[config.mk]
export PLATFORM = sky130hd
export DESIGN_NAME = mem_bus_arbiter
export DESIGN_NICKNAME = d
export VERILOG_FILES = /design/src/rtl/mem_bus_arbiter.sv
export SDC_FILE = /design/constraint.sdc
export NUM_CORES = 1
export LEC_CHECK = 0
export ABC_AREA = 1
export CORE_AREA = 2 2 125 127
export DETAILED_ROUTE_END_ITERATION = 8
export DIE_AREA = 0 0 127 129
export DONT_BUFFER_PORTS = 1
export HOLD_SLACK_MARGIN = 0.06
export MAX_ROUTING_LAYER = met4
export SYNTH_ARGS = -nofsm -noshare
export SYNTH_HDL_FRONTEND = slang
export SYNTH_SLANG_ARGS = --single-unit
[constraint.sdc]
create_clock -name clk -period 1.8 [get_ports clk]
set_clock_uncertainty 0.05 [all_clocks]
set_input_delay 0.45 -clock clk [delete_from_list [all_inputs] [get_ports clk]]
set_output_delay 0.45 -clock clk [all_outputs]
set_load 0.02 [all_outputs]
[src/rtl/mem_bus_arbiter.sv]
// mem_bus_arbiter: two-requester (fetch / data) arbiter onto one downstream
// memory bus, with at most one transaction outstanding.
// Simultaneous requests use fixed data priority by default. Define
// MEM_ARB_RR_EN to grant simultaneous requests round-robin instead.
//
// state | meaning
// IDLE  | no transaction; arbitrate and latch the winner's request
// ADDR  | bus_req high, waiting for bus_addr_ok
// DATA  | address accepted, waiting for bus_data_ok
module mem_bus_arbiter (
    input  logic        clk,
    input  logic        resetn,
    input  logic        i_req,
    input  logic [31:0] i_addr,
    input  logic [2:0]  i_size,
    input  logic [3:0]  i_strobe,
    input  logic [31:0] i_wdata,
    output logic        i_addr_ok,
    output logic        i_data_ok,
    output logic [31:0] i_rdata,
    input  logic        d_req,
    input  logic [31:0] d_addr,
    input  logic [2:0]  d_size,
    input  logic [3:0]  d_strobe,
    input  logic [31:0] d_wdata,
    output logic        d_addr_ok,
    output logic        d_data_ok,
    output logic [31:0] d_rdata,
    output logic        bus_req,
    output logic [31:0] bus_addr,
    output logic [2:0]  bus_size,
    output logic [3:0]  bus_strobe,
    output logic [31:0] bus_wdata,
    input  logic        bus_addr_ok,
    input  logic        bus_data_ok,
    input  logic [31:0] bus_rdata,
    output logic        owner,
    output logic        busy
);

    localparam logic [1:0] IDLE = 2'd0;
    localparam logic [1:0] ADDR = 2'd1;
    localparam logic [1:0] DATA = 2'd2;

    logic [1:0]  state_q, state_d;
    logic [31:0] addr_q, addr_d;
    logic [2:0]  size_q, size_d;
    logic [3:0]  strobe_q, strobe_d;
    logic [31:0] wdata_q, wdata_d;
    logic        owner_q, owner_d;
    logic        grant_data;
    logic        in_addr;
    logic        in_data;

`ifdef MEM_ARB_RR_EN
    // rr_q = 1 means data is favoured on the next simultaneous request
    logic        rr_q, rr_d;

    assign grant_data = (d_req && i_req) ? rr_q : d_req;

    // Pointer flips to favour whichever requester was not just granted
    always_comb begin
        rr_d = rr_q;
        if (state_q == IDLE && (i_req || d_req)) begin
            rr_d = ~grant_data;
        end
    end

    // Pointer register; reset favours data
    always_ff @(posedge clk or negedge resetn) begin
        if (!resetn) begin
            rr_q <= 1'b1;
        end else begin
            rr_q <= rr_d;
        end
    end
`else
    assign grant_data = d_req;
`endif

    // Next-state and request-latch logic
    always_comb begin
        state_d  = state_q;
        addr_d   = addr_q;
        size_d   = size_q;
        strobe_d = strobe_q;
        wdata_d  = wdata_q;
        owner_d  = owner_q;
        case (state_q)
            IDLE: begin
                if (i_req || d_req) begin
                    state_d  = ADDR;
                    owner_d  = grant_data;
                    addr_d   = grant_data ? d_addr   : i_addr;
                    size_d   = grant_data ? d_size   : i_size;
                    strobe_d = grant_data ? d_strobe : i_strobe;
                    wdata_d  = grant_data ? d_wdata  : i_wdata;
                end
            end
            ADDR: begin
                if (bus_addr_ok) begin
                    state_d = DATA;
                end
            end
            DATA: begin
                if (bus_data_ok) begin
                    state_d = IDLE;
                end
            end
            default: state_d = IDLE;
        endcase
    end

    // State and latched request registers
    always_ff @(posedge clk or negedge resetn) begin
        if (!resetn) begin
            state_q  <= IDLE;
            addr_q   <= '0;
            size_q   <= '0;
            strobe_q <= '0;
            wdata_q  <= '0;
            owner_q  <= 1'b0;
        end else begin
            state_q  <= state_d;
            addr_q   <= addr_d;
            size_q   <= size_d;
            strobe_q <= strobe_d;
            wdata_q  <= wdata_d;
            owner_q  <= owner_d;
        end
    end

    assign in_addr = (state_q == ADDR);
    assign in_data = (state_q == DATA);

    // Downstream bus only ever sees the latched copy of the request
    assign bus_req    = in_addr;
    assign bus_addr   = addr_q;
    assign bus_size   = size_q;
    assign bus_strobe = strobe_q;
    assign bus_wdata  = wdata_q;

    // Handshakes are forwarded only to the owner and only in the matching state
    assign d_addr_ok = in_addr &  owner_q & bus_addr_ok;
    assign i_addr_ok = in_addr & ~owner_q & bus_addr_ok;
    assign d_data_ok = in_data &  owner_q & bus_data_ok;
    assign i_data_ok = in_data & ~owner_q & bus_data_ok;
    assign d_rdata   = d_data_ok ? bus_rdata : '0;
    assign i_rdata   = i_data_ok ? bus_rdata : '0;

    assign owner = owner_q;
    assign busy  = (state_q != IDLE);

endmodule

Fig. 1: run 1, routing congestion map
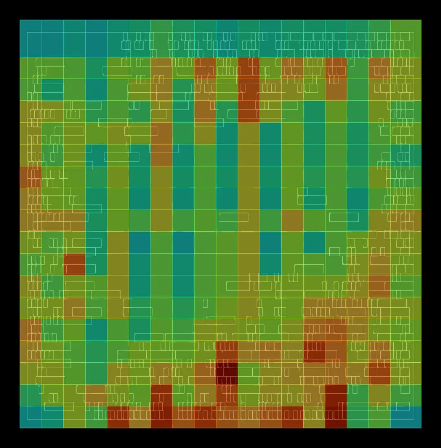
Routed WL per cell: 14.58 um
most crowded layer after global routing: met2
post-layout util: 35.20%
met1 track utilization from global routing: 17.07%

Fig. 2: run 1, the metal 4 layer
Scale: 2 px per um.
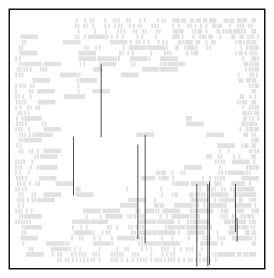
The longest straight run is 53.7 um. The wires run mostly vertical.

==> run_summary.xml, run 1 <==
<?xml version="1.0" encoding="UTF-8"?>
<metrics>
  <group name="run_status">
    <metric name="outcome" unit="">complete, but fails checks</metric>
    <metric name="failed_checks" unit="">negative hold slack, negative setup slack</metric>
  </group>
  <group name="critical_path">
    <metric name="required_time_of_the_worst_setup_path" unit="ns">1.30</metric>
    <metric name="critical_path.slowest_cell" unit="">sky130_fd_sc_hd__dfrtp_1</metric>
    <metric name="critPathBufInv" unit="">3</metric>
    <metric name="timing.critical_path.from" unit="">state_q[1]</metric>
  </group>
  <group name="final_layout">
    <metric name="num-nets-final" unit="">897</metric>
    <metric name="antennaDiodeCount" unit="">0</metric>
    <metric name="layout_overhead_on_the_synthesized_area" unit="%">28.29</metric>
  </group>
  <group name="clock_tree">
    <metric name="cts-root-to-sink-buffers" unit="">2</metric>
    <metric name="cts_tree" unit="">yes</metric>
    <metric name="h-tree-depth" unit="">3</metric>
  </group>
  <group name="timing">
    <metric name="timing.final.crit_period" unit="ns">1.970</metric>
    <metric name="tightest_slew" unit="ns">0.3818</metric>
    <metric name="final-hold-violation-count" unit="">74</metric>
    <metric name="hold_ws" unit="ns">-0.2528</metric>
    <metric name="final_critical_path_setup_slack" unit="ns">-0.1699</metric>
    <metric name="timing.final.setup_violations" unit="">69</metric>
  </group>
  <group name="placed_design">
    <metric name="place_ws" unit="ns">0.1286</metric>
  </group>
  <group name="route">
    <metric name="antenna_left" unit="">0</metric>
    <metric name="routed-wl-met2" unit="um">6736</metric>
    <metric name="routed_via_density" unit="">4.430</metric>
  </group>
  <group name="grt">
    <metric name="grt_antenna_before_repair" unit="">0</metric>
    <metric name="gr-total-overflow" unit="">0</metric>
    <metric name="first_global_vias" unit="">3649</metric>
  </group>
  <group name="yosys">
    <metric name="mean_instance_size_in_the_synthesized_netlist" unit="um^2">6.245</metric>
    <metric name="post_synth_instance_area" unit="mm^2">0.004109</metric>
  </group>
</metrics>
Fig. 3: run 1, metal 2
Scale: 4 px per um.
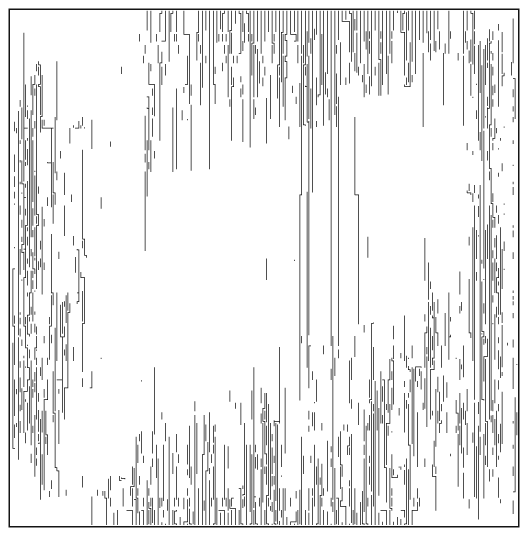
The layer holds 51% of the routed length. The layer carries 6740 um of wire. The wires run mostly vertical.

run 1: power by group:
part | leakage, uW | internal, uW | total, uW | switching [uW]
Sequential | 0.000921 | 2450 | 4030 | 1580
Clock | 0.000162 | 1300 | 2040 | 741
Combinational | 0.00211 | 975 | 2590 | 1620
run 1: repair_timing:
action | in CTS | in global routing
endpoints found under the hold margin | 74 | 74
gates resized | 11 | 16
endpoints found under the setup margin | 68 | 68
pin swaps | 2 | 1
setup buffers | 1 | 1
run 1: cells by family (layout without fill, tap and decap cells):
kind of cell | after synthesis | after routing | synth area share [%]
flops | 74 | 74 | 45.07
buf+inv | 76 | 140 | 8.222
simple gates | 506 | 506 | 46.47
compound gates | 2 | 2 | 0.2436
run 1: cell type report:
cell class / count / area share (%)
inverters: 41 / 2.920
flip-flops and latches: 74 / 35.15
well taps: 188 / 4.462
repair buffers: 83 / 13.51
clock buffers: 11 / 4.795
multi-input cells: 508 / 37.55
clock inverters: 5 / 1.614
run 1: through the flow:
| stage | area [um^2] | hold WS, ns | cells | total power, uW | TNS (ns) |
|---|---|---|---|---|---|
| floorplan | 4109 | 0.1044 | 658 | 5608 | 0 |
| global placement | 4833 | 0.1057 | 892 | 6496 | 0 |
| detailed placement | 4833 | 0.1061 | 892 | 6545 | 0 |
| CTS | 5218 | -0.2718 | 909 | 8707 | -10.82 |
| global route | 5271 | -0.2751 | 910 | 9262 | -15.25 |
| finish | 5271 | -0.2528 | 910 | 8661 | -9.710 |
run 1: Yosys cell counts (all sizes together):
cell	instances	area, um^2
nand2	433	1625
dfrtp	74	1852
nor2	71	274.0
inv	41	153.9
buf	28	157.6
clkbuf	7	26.28
nand3	2	10.01
o21ai	2	10.01
run 1: state kept, by name (all words and copies together), names as in the netlist:
name	cells
state_q	2
bus_size	3
bus_strobe	4
owner	1
bus_wdata	32
bus_addr	32
Fig. 4: run 1, metal 1
Scale: 3 px per um.
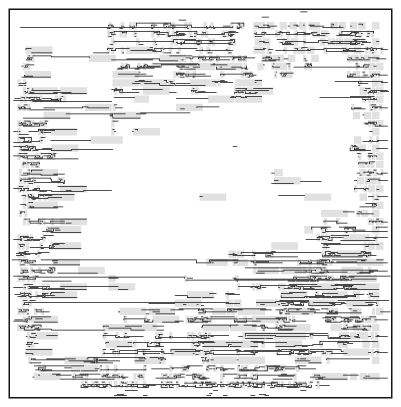

## Run 2: what changed since run 1
--- a/config.mk
+++ b/config.mk
@@ -7,7 +7,8 @@
 export LEC_CHECK = 0
-export ABC_AREA = 1
-export CORE_AREA = 2 2 125 127
+export ABC_AREA = 0
+export CORE_AREA = 2 2 126 128
 export DETAILED_ROUTE_END_ITERATION = 8
-export DIE_AREA = 0 0 127 129
+export DIE_AREA = 0 0 128 130
 export DONT_BUFFER_PORTS = 1
+export GPL_TIMING_DRIVEN = 0
 export HOLD_SLACK_MARGIN = 0.06
--- a/constraint.sdc
+++ b/constraint.sdc
@@ -4,2 +4,2 @@
 set_output_delay 0.45 -clock clk [all_outputs]
-set_load 0.02 [all_outputs]
+set_load 0.05 [all_outputs]
Fig. 5: run 2, metal 1
Scale: 3 px per um.
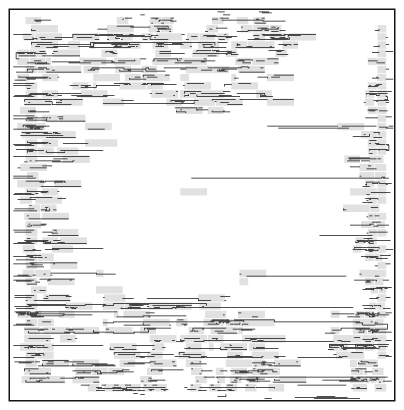
The layer holds 34% of the routed length. 449 nets have wire on it. The wires run mostly horizontal. The layer carries 4040 um of wire.

Fig. 6: run 2, the metal 4 layer
Scale: 2 px per um.
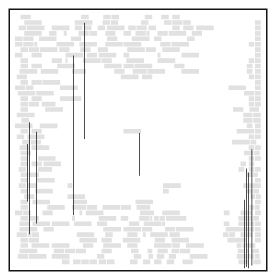
The longest straight run is 79.6 um. The layer holds 4.0% of the routed length.

Fig. 7: run 2, routing congestion map
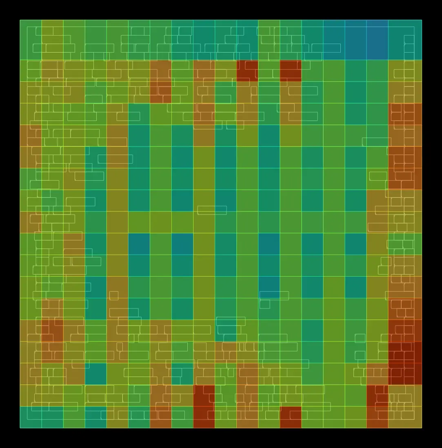
Routed WL per cell: 22.57 um
post-layout util: 34.51%

==> run 2 against run 1 <==
Against the previous run:
- the flow still finishes with violations (negative hold slack, negative setup slack)
- sequential power up 55%
- area after synthesis up 8.1%
- flip-flop count is the same
- largest cell class unchanged
==> run_summary.xml, run 2 <==
<?xml version="1.0" encoding="UTF-8"?>
<metrics>
  <group name="final_layout">
    <metric name="layout_overhead_on_the_synthesized_area" unit="%">19.83</metric>
    <metric name="signal_buffer_area_fraction" unit="%">6.980</metric>
    <metric name="clock_buffers" unit="">10</metric>
    <metric name="comb_area_share" unit="%">47.87</metric>
    <metric name="stdcell_count" unit="">530</metric>
    <metric name="comb.multi_input.count" unit="">219</metric>
  </group>
  <group name="grt">
    <metric name="gr-total-overflow" unit="">0</metric>
  </group>
  <group name="yosys">
    <metric name="synth_xor_xnor_area_share" unit="%">0</metric>
    <metric name="post_synth_most_frequent_cells" unit="">sky130_fd_sc_hd__dfrtp_1, sky130_fd_sc_hd__mux2_2, sky130_fd_sc_hd__mux2_4</metric>
    <metric name="yosys.area_share.simple" unit="%">10.34</metric>
    <metric name="mean_instance_size_in_the_synthesized_netlist" unit="um^2">14.02</metric>
    <metric name="ys.flop_type" unit="">sky130_fd_sc_hd__dfrtp_1</metric>
  </group>
  <group name="timing">
    <metric name="tightest_slew" unit="ns">0.5470</metric>
    <metric name="final-hold-violation-count" unit="">74</metric>
    <metric name="total_negative_setup_slacks" unit="ns">-26.92</metric>
    <metric name="hold_ws" unit="ns">-0.2496</metric>
    <metric name="final_critical_path_setup_slack" unit="ns">-0.4440</metric>
    <metric name="timing.final.setup_violations" unit="">68</metric>
  </group>
  <group name="run_status">
    <metric name="failed_checks" unit="">negative hold slack, negative setup slack</metric>
    <metric name="outcome" unit="">complete, but fails checks</metric>
  </group>
  <group name="clock_tree">
    <metric name="cts_tree" unit="">yes</metric>
  </group>
  <group name="power_and_ir_drop">
    <metric name="switching_power" unit="uW">6022</metric>
  </group>
</metrics>
run 2: power by group through the flow:
stage	registers [uW]	clock network, uW	logic (uW)
6_report	6230	1810	3850
2_1_floorplan	5960	0	3400
4_1_cts	6260	1860	3910
3_3_place_gp	6240	0	3700
3_5_place_dp	6220	0	3790
5_1_grt	6340	1960	4070
run 2: what timing repair did:
item                                   in CTS  in global routing
gates resized                              22                  2
setup buffers                               3                  0
cloned                                      2                  0
endpoints found under the hold margin      74                 74
setup endpoints to repair                  69                 76
pin swaps                                  56                  7
run 2: critical path: stages, from the launching register on:
cell	delay (ns)
sky130_fd_sc_hd__dfrtp_4	0.60
sky130_fd_sc_hd__nor3b_4	0.21
sky130_fd_sc_hd__buf_6	0.17
sky130_fd_sc_hd__buf_12	0.16
sky130_fd_sc_hd__and2_4	0.26
run 2: cell families (layout without fill, tap and decap cells):
family | Yosys count | after routing
buffers and inverters | 24 | 45
AND/OR/NAND/NOR | 73 | 73
multiplexers | 142 | 142
AND-OR/OR-AND | 4 | 4
flip-flops | 74 | 74
run 2: per-layer routing:
| metal | routed length (um) | share of wire, % | vias up |
|---|---|---|---|
| met3 | 1238 | 10 | 25 |
| met2 | 6203 | 52 | 217 |
| met4 | 476 | 4.0 | 0 |
| li1 | - | - | 1122 |
| met5 | 0 | 0 | - |
| met1 | 4042 | 34 | 1293 |
run 2: path summary, 6_finish.rpt:
check	start	endpoint	depth (start not counted)
setup / recovery	owner	i_rdata[30]	4
hold / removal	resetn	bus_wdata[20]	0
setup reg to reg	state_q[1]	bus_addr[0]	6
hold reg to reg	state_q[0]	state_q[1]	2
max in group asynchronous	resetn	bus_strobe[2]	0
min in group clk	bus_data_ok	state_q[1]	1
No activity file was given, so power comes from the tool's default toggle rates.
